Run 1, pin map:
The bar under the picture is 20 microns long. Pins as bars across the die edge, other pins in gray.
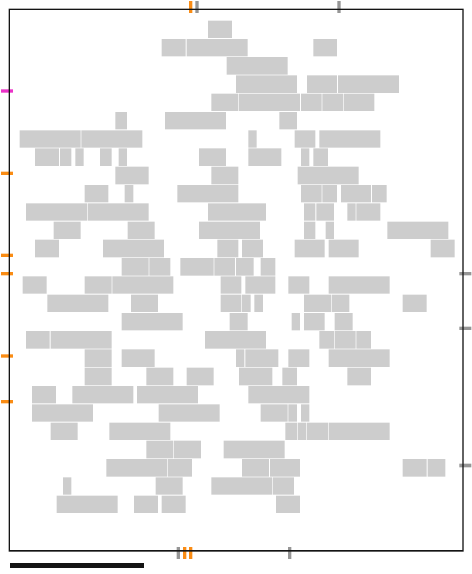
Run 1, placement view:
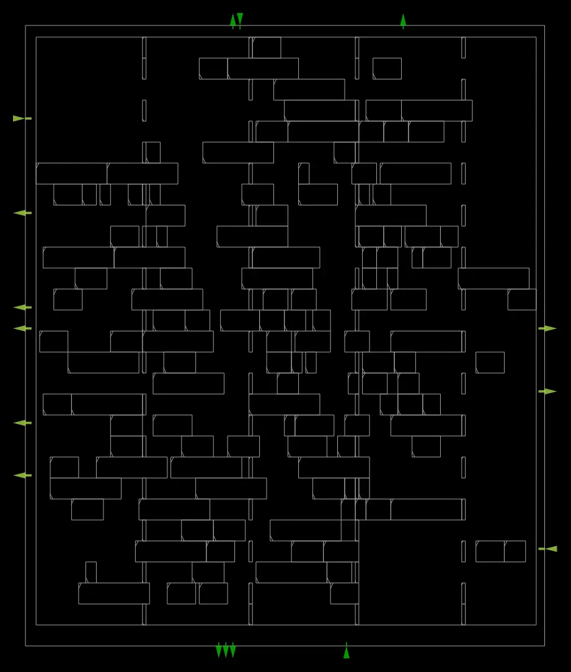
Run 1, cell density map:
The die is cut into 7 by 8 equal tiles; white is low, dark blue is high, 0 to 100% covered.
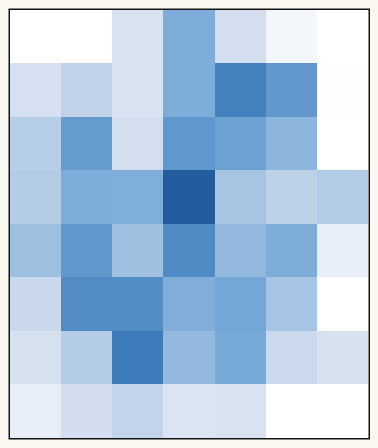
==> config.mk <==
export PLATFORM = sky130hd
export DESIGN_NAME = d3_descrambler_deframer
export DESIGN_NICKNAME = d
export VERILOG_FILES = /design/src/rtl/d3_pkg.sv /design/src/rtl/d3_descrambler.sv /design/src/rtl/d3_descrambler_deframer.sv
export SDC_FILE = /design/constraint.sdc
export NUM_CORES = 1
export LEC_CHECK = 0
export CAP_MARGIN = 5
export CORE_ASPECT_RATIO = 1.2
export CORE_UTILIZATION = 30
export CTS_CLUSTER_DIAMETER = 150
export DETAILED_ROUTE_END_ITERATION = 7
export PLACE_DENSITY = 0.45
export SLEW_MARGIN = 20
export SYNTH_ARGS = -nofsm -noshare
export SYNTH_HDL_FRONTEND = slang
export SYNTH_SLANG_ARGS = --single-unit
==> constraint.sdc <==
create_clock -name d_clk -period 5.41 [get_ports d_clk]
set_input_delay 1.082 -clock d_clk [delete_from_list [all_inputs] [get_ports d_clk]]
set_output_delay 1.082 -clock d_clk [all_outputs]
set_load 0.05 [all_outputs]
==> results.cfg, run 1 <==
; yosys + openroad results
[outcome]
outcome = completed

[logic_synthesis]
yosysSeqAreaShare_pct = 55.37
synth.distinct_cells = 38
synthArstFlopShare_pct = 100.0
ys_cells = 118
area_leaders = dfrtp_1 55%, mux2_2 12%, ha_1 5.7%
synth_top_area_share_pct = 55.37
edf_count = 0
yosysTopAreaCell = dfrtp_1
avgSynthCellArea_sq_um = 13.02
ys.flops = 34
yosys_area_sq_um = 1536
synthTopCellsByCount = 34 x dfrtp_1, 17 x mux2_2, 7 x ha_1, 7 x inv_1, 6 x nand2_1
most_common_cell = dfrtp_1
syn-num-nets = 129
ff_type = dfrtp_1
synthCells = 118

[clock_tree]
tritoncts.num_buffers = 5
clockBufferDepth = 2
root_buffer = clkbuf_8
cts.clk_slew.worst_paths_ps = 70
cts_tree = done
cts_setup_buffers = 0
ctsResizeCount = 0
cts_sinks = 34
htreeDepth = 2
clock_latency_ps = 280
cts-hold-fix-buffers = 0

[grt]
gr-usage-all-layers_pct = 11.81
grt_pass1_vias = 1020
grt_max_degree = 35
antenna_found_initial = 0
overflow = 0

[detailed_routing]
firstDrtPassIters = 4
viasPerCell = 4.969
drt_iter0_drc = 43
detail_route.wl_per_cell_microns = 13.91
vias = 974
wl_microns = 2726
drc = 0

[timing]
finalMaxSlewViolations = 0
holdWs_ps = 497.1
hold_viol_final = 0
tightest_slew_ps = 845.5
fin_ws_ps = 2433
fin_crit_ps = 2977
period_used_pct = 55.02
setup_viol = 0
maxSlewHeadroom_pct = 43.46
rsz0062_at_grt = no
setup_tns_ps = 0
skew_ps = 7.935

[layout]
nets = 146
largest_register_ff_count = 8
drive_above_1_share_pct = 19.12
syn_to_final_growth_pct = 19.54
instances_no_fill = 196
n_antenna_cell = 0
design_area_sq_um = 1837

[power_and_ir_drop]
powerDensity_nw_per_um2 = 362.8
p_leak_nw = 0.8448
peakVddDrop_uv = 136.2
total_power_mw = 0.6664

[placed_design]
dpl_cell_area_sq_um = 1745
dp_cells = 188
gp_congestion = 0.6796
dp_hpwl_microns = 1851
preCtsSetupSlack_ps = 2067

[die]
row_count = 28
io_pins = 16
die_area_sq_um = 5413
die_w_microns = 67.33

[worst_setup_path]
r2r_cells = 4
r2r_slack_ps = 3470
crit_type = in2reg
cp-end-kind = flop
arrival_ps = 3140
crit_required_ps = 5580
critPathMaxFanout = 21

[worst_hold_path]
hold_path_depth = 2

[run]
openroad.warnings = 28
max_cap_viol_count = 0
Back to the opening pictures, 'pin map':
| color | port | pins | direction | edge |
|---|---|---|---|---|
| orange | byte_out | 8 | output | 5 left, 2 bottom, 1 top |
| magenta | d_clk | 1 | input | left |
# port buffers: 15
Die H: 80.40 microns

Back to the opening pictures, 'placement view':
flop share of the area: 46.32%
Tap Cells: 60

Back to the opening pictures, 'cell density map':
fullest tile: 82%
tiles over 75% full: 1.8%
mean over tiles: 33%
emptiest ninth of the die: lower right
densest ninth of the die: center
nearly empty tiles: 14%
Starting Density: 31.10%
final cell utilization of the core: 37.18%
area of the core: 4940 sq um

run 1: power by group:
| group | leakage (nW) | total (mW) | switching (mW) | internal, mW |
|---|---|---|---|---|
| logic | 0.363 | 0.121 | 0.0546 | 0.0665 |
| registers | 0.433 | 0.353 | 0.0461 | 0.307 |
| clock network | 0.0482 | 0.192 | 0.0892 | 0.103 |
run 1: critical path, cell delays in order:
cell and delay, ps:
clkdlybuf4s50_1 1020, nand4b_1 580, mux2_2 450
run 1: cells in the final DEF, fill, tap and decap left out, types with 2 or more instances in the layout:
master and count:
a22o_1 3, inv_1 7, nand2_1 6, mux2i_1 2
clkdlybuf4s50_1 15, and4_1 2, o311ai_0 2, nand4b_1 2
xnor2_1 2, nand2b_1 2, dfrtp_1 34, o21ai_0 4
mux2_2 17, clkbuf_8 6, ha_1 7
run 1: layer usage:
layer / routed length [microns] / track usage [%] / share of wire (%) / up-vias
met3: 112 / 4.261 / 4.1 / 5
met4: 46 / 5.106 / 1.7 / 0
met1: 1232 / 14.15 / 45 / 491
met5: 0 / 0 / 0 / -
li1: - / - / - / 462
met2: 1335 / 18.70 / 49 / 16
run 1: cell type report:
| type | instances | area, sq um |
|---|---|---|
| fillers | 493 | 3103 |
| inverters | 7 | 26.28 |
| flip-flops and latches | 34 | 850.8 |
| well taps | 60 | 75.07 |
| clock inverters | 1 | 5.005 |
| repair buffers | 16 | 157.7 |
| multi-input cells | 71 | 635.6 |
| clock buffers | 7 | 86.33 |
run 1: logic make-up after synthesis:
group	after synthesis	synth area share (%)
AOI/OAI and AO/OA	21	10.59
xor gates and xnor gates	3	2.687
adders and majority gates	7	5.700
buffers and inverters	13	3.257
DFF	34	55.37
muxes	19	13.76
and+or+nand+nor	21	8.633
==> run 2: changes to the inputs <==
==> constraint.sdc (replaced) <==
create_clock -name d_clk -period 2.9 [get_ports d_clk]
set_input_delay 0.58 -clock d_clk [delete_from_list [all_inputs] [get_ports d_clk]]
set_output_delay 0.58 -clock d_clk [all_outputs]
set_load 0.05 [all_outputs]
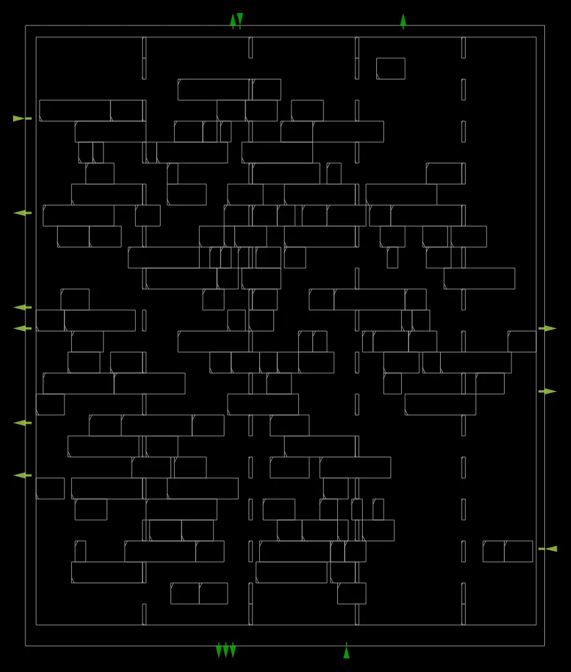
Run 2: placement view
fin cells: 198
flop share of the area: 45.95%
seq_cells: 34

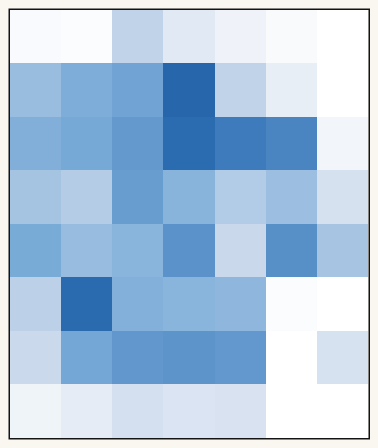
Run 2: cell density map
The die is cut into 7 by 8 equal tiles; white is low, dark blue is high, 0 to 100% covered.
emptiest ninth of the die: lower right
mean over tiles: 33%
nearly empty tiles: 11%
final cell utilization of the core: 37.49%

==> run 2 against run 1 <==
Against the previous run: design area grew 0.82%; first-iteration DRC count fell by 9.3%; critical endpoint is now word_idx_q[1]$_DFFE_PN0P_; die size stayed put; register-to-register slack lost 2400 ps; flip-flop count stayed put; setup slack worse by 1700 ps; global-route usage up 0.89 points; final cell count increased by 1.0%.
==> results.cfg, run 2 <==
; yosys + openroad results
[layout]
lay_top_cells = 34 x dfrtp_1, 17 x mux2_2, 15 x clkdlybuf4s50_1
fillers = 481
largest_register_ff_count = 8
drive_above_1_share_pct = 20.29
mostFrequentLayoutCell = dfrtp_1
syn_to_final_growth_pct = 20.52
n_antenna_cell = 0
ff_latch_area_sq_um = 850.8
combGateArea_sq_um = 635.6
nets = 148
design_area_sq_um = 1852

[timing]
finalMaxSlewViolations = 0
fin_ws_ps = 770.7
hold_viol_final = 0
tightest_slew_ps = 503.6
setup_tns_ps = 0
fin_crit_ps = 2129
setup_viol = 0
maxSlewHeadroom_pct = 66.32
period_used_pct = 73.42
holdWs_ps = 487.3
skew_ps = 3.808
fmax_ghz = 0.4696
rsz0062_at_grt = no

[power_and_ir_drop]
peakVddDrop_uv = 367.3
powerDensity_nw_per_um2 = 670.3
total_power_mw = 1.241
p_leak_nw = 0.8538

[logic_synthesis]
ys.flops = 34
ys_cells = 118
yosys_warnings = 0
most_common_cell = dfrtp_1
area_leaders = dfrtp_1 55%, mux2_2 12%, ha_1 5.7%
synth_top_area_share_pct = 55.37
avgSynthCellArea_sq_um = 13.02
yosys_area_sq_um = 1536
syn-num-nets = 129
synthArstFlopShare_pct = 100.0
synthTopCellsByCount = 34 x dfrtp_1, 17 x mux2_2, 7 x ha_1, 7 x inv_1, 6 x nand2_1
ff_type = dfrtp_1
edf_count = 0
synthCells = 118
syn-cell-area_sq_um = 1536
synth.distinct_cells = 38
yosysTopAreaCell = dfrtp_1
yosysSeqAreaShare_pct = 55.37

[detailed_routing]
drt_iter0_drc = 39
detail_route.wl_per_cell_microns = 14.11
vias = 990
antenna_left = 0
viasPerCell = 5.000
firstDrtPassIters = 4
drc = 0
wl_microns = 2794

[grt]
grt_pass1_vias = 1053
overflow = 0
grt_max_degree = 35
antenna_found_initial = 0
grt_pass1_wl_microns = 5043
gr-usage-all-layers_pct = 12.70

[worst_setup_path]
cp-end-kind = flop
crit_required_ps = 3070
arrival_ps = 2300
critPathMaxFanout = 9
r2r_slack_ps = 1080
crit_type = in2reg
critPathLaunchType = primary input
r2r_cells = 3

[placed_design]
dp_cells = 190
preCtsSetupSlack_ps = 478.0
io_buffers = 15
dpl_cell_area_sq_um = 1760
dp_hpwl_microns = 1881
gp_congestion = 0.8248

[die]
fp_util_pct = 31.10
row_count = 28
io_pins = 16
die_h_microns = 80.40
die_area_sq_um = 5413
die_w_microns = 67.33
core_sq_um = 4940

[clock_tree]
cts-hold-fix-buffers = 0
clockBufferDepth = 2
cts.clk_slew.worst_paths_ps = 70
cts_sinks = 34
cts_setup_buffers = 0
cts_tree = done
root_buffer = clkbuf_8
tritoncts.num_buffers = 5
ctsResizeCount = 0
clock_latency_ps = 280
htreeDepth = 2

[run]
openroad.warnings = 28
max_cap_viol_count = 0

[worst_hold_path]
hold_class = reg2reg
hold_path_depth = 2

[outcome]
outcome = completed
[run 2: netlist changes by cell type in the layout (fill, tap and decap cells not counted), sizes merged]
cell	previous run	this run
buf	1	3
[run 2: cell type report]
type	instances	area share, %
Clock buffer	7	4.662
Clock inverter	1	0.2703
Inverter	7	1.419
Multi-Input combinational cell	71	34.32
Sequential cell	34	45.95
Tap cell	60	4.054
Timing Repair Buffer	18	9.324
[run 2: per-layer routing]
metal | track usage [%] | wire length [microns] | up-vias
met5 | 0 | 0 | -
met4 | 5.106 | 53 | 0
met3 | 3.835 | 95 | 5
met2 | 20.30 | 1387 | 20
met1 | 15.66 | 1257 | 496
li1 | - | - | 469
[run 2: logic make-up after synthesis]
group,synth area share (%)
adder cells (fa/ha/maj),5.700
flip-flops,55.37
AND-OR/OR-AND,10.59
buffers and inverters,3.257
AND/OR/NAND/NOR,8.633
XOR/XNOR,2.687
multiplexers,13.76
[run 2: power by group]
part / total (mW) / switching, mW / internal, mW
clock network: 0.353 / 0.162 / 0.191
logic: 0.228 / 0.103 / 0.125
registers: 0.660 / 0.0865 / 0.574
total: 1.24 / 0.351 / 0.890
[run 2: critical path: stages]
cell and delay [ps]:
clkdlybuf4s50_1 500, xnor3_2 420, o41a_1 530, a22o_1 260
Power and IR drop assume default switching activity.
